### config.mk
export PLATFORM = sky130hd
export DESIGN_NAME = scan_controller
export DESIGN_NICKNAME = d
export VERILOG_FILES = /design/src/rtl/scan_controller.sv
export SDC_FILE = /design/constraint.sdc
export NUM_CORES = 1
export LEC_CHECK = 0
export CAP_MARGIN = 10
export CORE_MARGIN = 2
export CORE_UTILIZATION = 53
export CTS_CLUSTER_DIAMETER = 100
export DETAILED_ROUTE_END_ITERATION = 12
export PLACE_DENSITY = 0.94
export SLEW_MARGIN = 20
export SYNTH_ARGS = -nofsm -noshare
export SYNTH_HDL_FRONTEND = slang
export SYNTH_SLANG_ARGS = --single-unit
### constraint.sdc
create_clock -name clk -period 4.5 [get_ports clk]
set_input_delay 0.9 -clock clk [delete_from_list [all_inputs] [get_ports clk]]
set_output_delay 0.9 -clock clk [all_outputs]
set_load 0.01 [all_outputs]
### src/rtl/scan_controller.sv
// Scan capture controller: fills a sample buffer, hands it to the host or flushes it, and toggles between two buffers.
// Optional IDLE dwell timer before auto-flush is built only when SCANNER_IDLE_TIMEOUT_EN is defined.
module scan_controller #(
    parameter int DEPTH        = 100,
    parameter int READY_LVL    = 80,
    parameter int SECOND_LVL   = 90,
    parameter int IDLE_TIMEOUT = 16
) (
    input  logic                       clk,
    input  logic                       rst,
    input  logic                       start_scan,
    input  logic                       go_to_standby,
    input  logic                       transfer,
    input  logic                       sample_valid,
    output logic [2:0]                 state,
    output logic [$clog2(DEPTH+1)-1:0] data_count,
    output logic                       ready_to_transfer,
    output logic                       start_second_buffer,
    output logic                       flush_buffer,
    output logic                       active_buf,
    output logic                       overflow
);
    localparam int CW = $clog2(DEPTH + 1);
    localparam logic [CW-1:0] DEPTH_C  = CW'(DEPTH);
    localparam logic [CW-1:0] LAST_C   = CW'(DEPTH - 1);
    localparam logic [CW-1:0] READY_C  = CW'(READY_LVL);
    localparam logic [CW-1:0] SECOND_C = CW'(SECOND_LVL);

    typedef enum logic [2:0] {
        LOW_POWER = 3'd0,
        ACTIVE    = 3'd1,
        STANDBY   = 3'd2,
        IDLE      = 3'd3,
        FLUSH     = 3'd4,
        TRANSFER  = 3'd5
    } state_t;

    if (DEPTH < 2 || DEPTH > 1023 || READY_LVL >= DEPTH || SECOND_LVL >= DEPTH ||
        IDLE_TIMEOUT < 1 || IDLE_TIMEOUT > 65535) begin : g_bad_cfg
        $error("scan_controller: illegal parameter combination");
    end

    // Kept as raw bits so the unused codes 6-7 are representable and recoverable.
    logic [2:0]    st_q, st_nxt;
    logic [CW-1:0] cnt_q, cnt_nxt;
    logic          buf_q, buf_tog;
    logic          ovf_q, ovf_nxt;

`ifdef SCANNER_IDLE_TIMEOUT_EN
    localparam int TW = (IDLE_TIMEOUT > 1) ? $clog2(IDLE_TIMEOUT) : 1;
    localparam logic [TW-1:0] TMO_C = TW'(IDLE_TIMEOUT - 1);
    logic [TW-1:0] tmr_q, tmr_nxt;
`endif

    always_comb begin
        st_nxt  = st_q;
        cnt_nxt = cnt_q;
        buf_tog = 1'b0;
`ifdef SCANNER_IDLE_TIMEOUT_EN
        tmr_nxt = '0;   // timer only runs while dwelling in IDLE
`endif
        case (st_q)
            LOW_POWER: begin
                if (start_scan)         st_nxt = ACTIVE;
                else if (go_to_standby) st_nxt = STANDBY;
            end
            STANDBY: begin
                if (start_scan) st_nxt = ACTIVE;
            end
            ACTIVE: begin
                if (sample_valid && cnt_q < DEPTH_C) begin
                    cnt_nxt = cnt_q + 1'b1;
                    if (cnt_q == LAST_C) st_nxt = transfer ? TRANSFER : IDLE;
                end
            end
            IDLE: begin
                if (transfer) begin
                    st_nxt = TRANSFER;
                end else begin
`ifdef SCANNER_IDLE_TIMEOUT_EN
                    if (tmr_q == TMO_C) begin
                        st_nxt  = FLUSH;
                        cnt_nxt = '0;
                    end else begin
                        tmr_nxt = tmr_q + 1'b1;
                    end
`else
                    st_nxt  = FLUSH;
                    cnt_nxt = '0;
`endif
                end
            end
            FLUSH: begin
                st_nxt  = LOW_POWER;
                cnt_nxt = '0;
                buf_tog = 1'b1;
            end
            TRANSFER: begin
                if (cnt_q <= CW'(1)) begin
                    cnt_nxt = '0;
                    st_nxt  = LOW_POWER;
                    buf_tog = 1'b1;
                end else begin
                    cnt_nxt = cnt_q - 1'b1;
                end
            end
            default: begin
                st_nxt  = LOW_POWER;
                cnt_nxt = '0;
            end
        endcase
    end

    always_comb begin
        ovf_nxt = ovf_q;
        if (st_nxt == ACTIVE && st_q != ACTIVE)
            ovf_nxt = 1'b0;
        else if (sample_valid && (st_q == IDLE || st_q == TRANSFER))
            ovf_nxt = 1'b1;
    end

    always_ff @(posedge clk or posedge rst) begin
        if (rst) begin
            st_q  <= LOW_POWER;
            cnt_q <= '0;
            buf_q <= 1'b0;
            ovf_q <= 1'b0;
        end else begin
            st_q  <= st_nxt;
            cnt_q <= cnt_nxt;
            buf_q <= buf_q ^ buf_tog;
            ovf_q <= ovf_nxt;
        end
    end

`ifdef SCANNER_IDLE_TIMEOUT_EN
    always_ff @(posedge clk or posedge rst) begin
        if (rst) tmr_q <= '0;
        else     tmr_q <= tmr_nxt;
    end
`endif

    assign state               = st_q;
    assign data_count          = cnt_q;
    assign active_buf          = buf_q;
    assign overflow            = ovf_q;
    assign flush_buffer        = (st_q == FLUSH);
    assign ready_to_transfer   = (st_q == ACTIVE || st_q == IDLE) && (cnt_q >= READY_C);
    assign start_second_buffer = (st_q == ACTIVE || st_q == IDLE) && (cnt_q >= SECOND_C);
endmodule

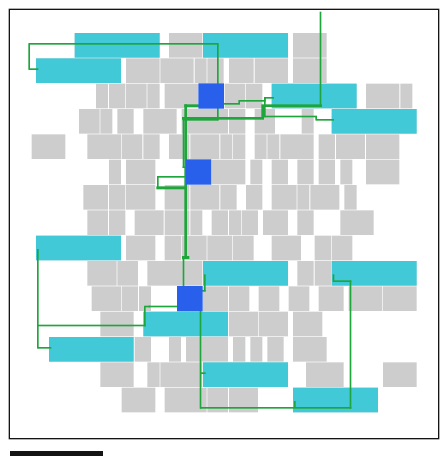
Figure 1: routed clock nets over the placement.
The bar under the picture is 10 microns long.
Key: flip-flops = cyan [count 12]; clock wires = green [length 197 microns]; clock-net drivers = blue [count 3]
Position of the flops: widely spread. There are 4 routed clock nets.

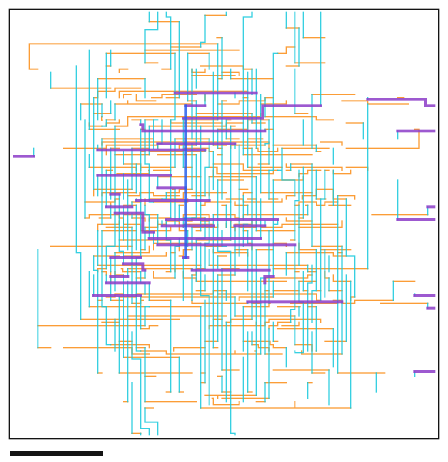
Figure 2: metal layers overlaid.
The bar under the picture is 10 microns long.
Key: M3 = purple [wire length 198 microns]; M2 = cyan [wire length 1,170 microns]; M1 = orange [wire length 1,050 microns]; M4 = blue [wire length 16.3 microns]

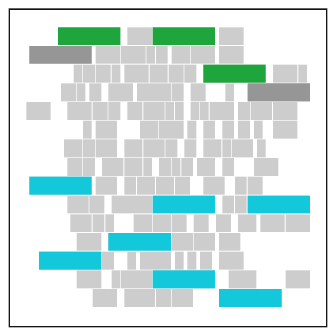
Figure 3: sequential cells coloured by netlist name.
Other sequential cells in the stronger grey, the rest of the logic in the fainter grey.
Key: state = green [flops 3]; data_count = cyan [flops 7]

==> CHANGELOG.md <==
### Implementation results

* Sw Ratio at between 20 and 25%
* Post-Route Setup TNS at 0 ns
* Yosys adder share at around 4%
* Largest net degree at the start of global routing at 15
* Slew @ Worst Pin at roughly 0.49 ns
* Fmax at around 0.37 GHz
* Status: finished clean
* Avg Synthesized Cell Area at 8.188 sq um
* Hold Path Sink: active_buf
* Routed Antenna Nets at 0
* Critical Path Max Stage Delay at ~0.55 ns
* Final Max Tran Viols at 0
* Main logic family after synthesis: AND-OR/OR-AND gates
* DRT Wirelength at 2437 microns
* Power Combinational at around 9.1 uW
* CP Capture Type: output pin
* Number of fill cells in the layout at 135
* Post-Syn Nets at roughly 120
* Core area at about 1700 sq um
* Hold buffers post-CTS at 0
* H-tree depth at 1
* CP Depth at 4
* Simple share at 24.66%
* Yosys cell types at 39
* Part of the Yosys area used for sequential elements at roughly a third
* Clk pin slew, worst setup/hold paths at approximately 0.08 ns
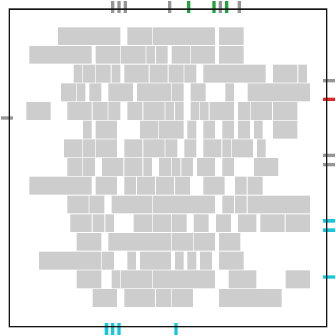
Figure 4: pin map.
Pins as bars across the die edge, other pins in grey.
Key: active_buf = red [pins 1, direction output, edge right]; data_count = cyan [pins 7, direction output, edge 4 bottom, 3 right]; state = green [pins 3, direction output, edge top]
All pins by edge: 9 top, 7 right, 4 bottom, 1 left.

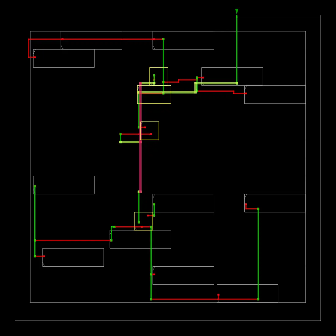
Figure 5: the clock network.
clock group power: 89.9 uW
clock buffer count from CTS: 3
CLK BUF: 4

## synth_stat cells, drive strengths merged
master    n
a311o     1
xor2      1
nor3b     1
nor4b     1
or3b      2
inv       9
o22a      1
nor2      5
and3      4
mux2      1
xnor2     1
and3b     1
a211o     2
a41o      1
or2       2
nand2     8
nor2b     3
nor3      6
nand3b    1
buf       1
o22ai     2
o31ai     1
a221o     1
o221ai    3
dfrtp    12
o311ai    1
nand3     6
o21ai     6
clkbuf    8
o21bai    1
a21oi     6
o2bb2ai   2
ha        3
or4       2
a31o      1
a31oi     3
a21boi    1
o211ai    3
## metrics by stage
| step | setup slack (ns) | std cells | util (%) | hold slack, ns | instance area (sq um) |
|---|---|---|---|---|---|
| 3_5_place_dp | 1.900 | 142 | 65.93 | 0.4587 | 1114 |
| 4_1_cts | 1.841 | 146 | 68.07 | 0.4718 | 1150 |
| 5_1_grt | 1.715 | 146 | 68.07 | 0.4766 | 1150 |
| 6_report | 1.819 | 146 | 68.07 | 0.4638 | 1150 |
| 3_3_place_gp | 1.961 | 142 | 65.93 | 0.4542 | 1114 |
| 2_1_floorplan | 2.389 | 114 | - | 0.5039 | 933.4 |
## layout make-up
cell class | count | area [sq um] | share of cell area [%]
Sequential cell | 12 | 300.3 | 26.12
Inverter | 9 | 33.78 | 2.938
Timing Repair Buffer | 20 | 200.2 | 17.41
Clock buffer | 4 | 36.28 | 3.156
Multi-Input combinational cell | 84 | 558.0 | 48.53
Tap cell | 17 | 21.27 | 1.850
## routing by layer
layer / part of all wire (%) / GRT usage, % / up-vias / wire [microns]
li1: - / - / 457 / -
met1: 43 / 35.34 / 451 / 1052
met2: 48 / 36.94 / 63 / 1171
met3: 8.1 / 3.968 / 3 / 197
met4: 0.66 / 8.571 / 0 / 16
met5: 0 / 0 / - / 0
No activity file was given, so power comes from the tool's default toggle rates.
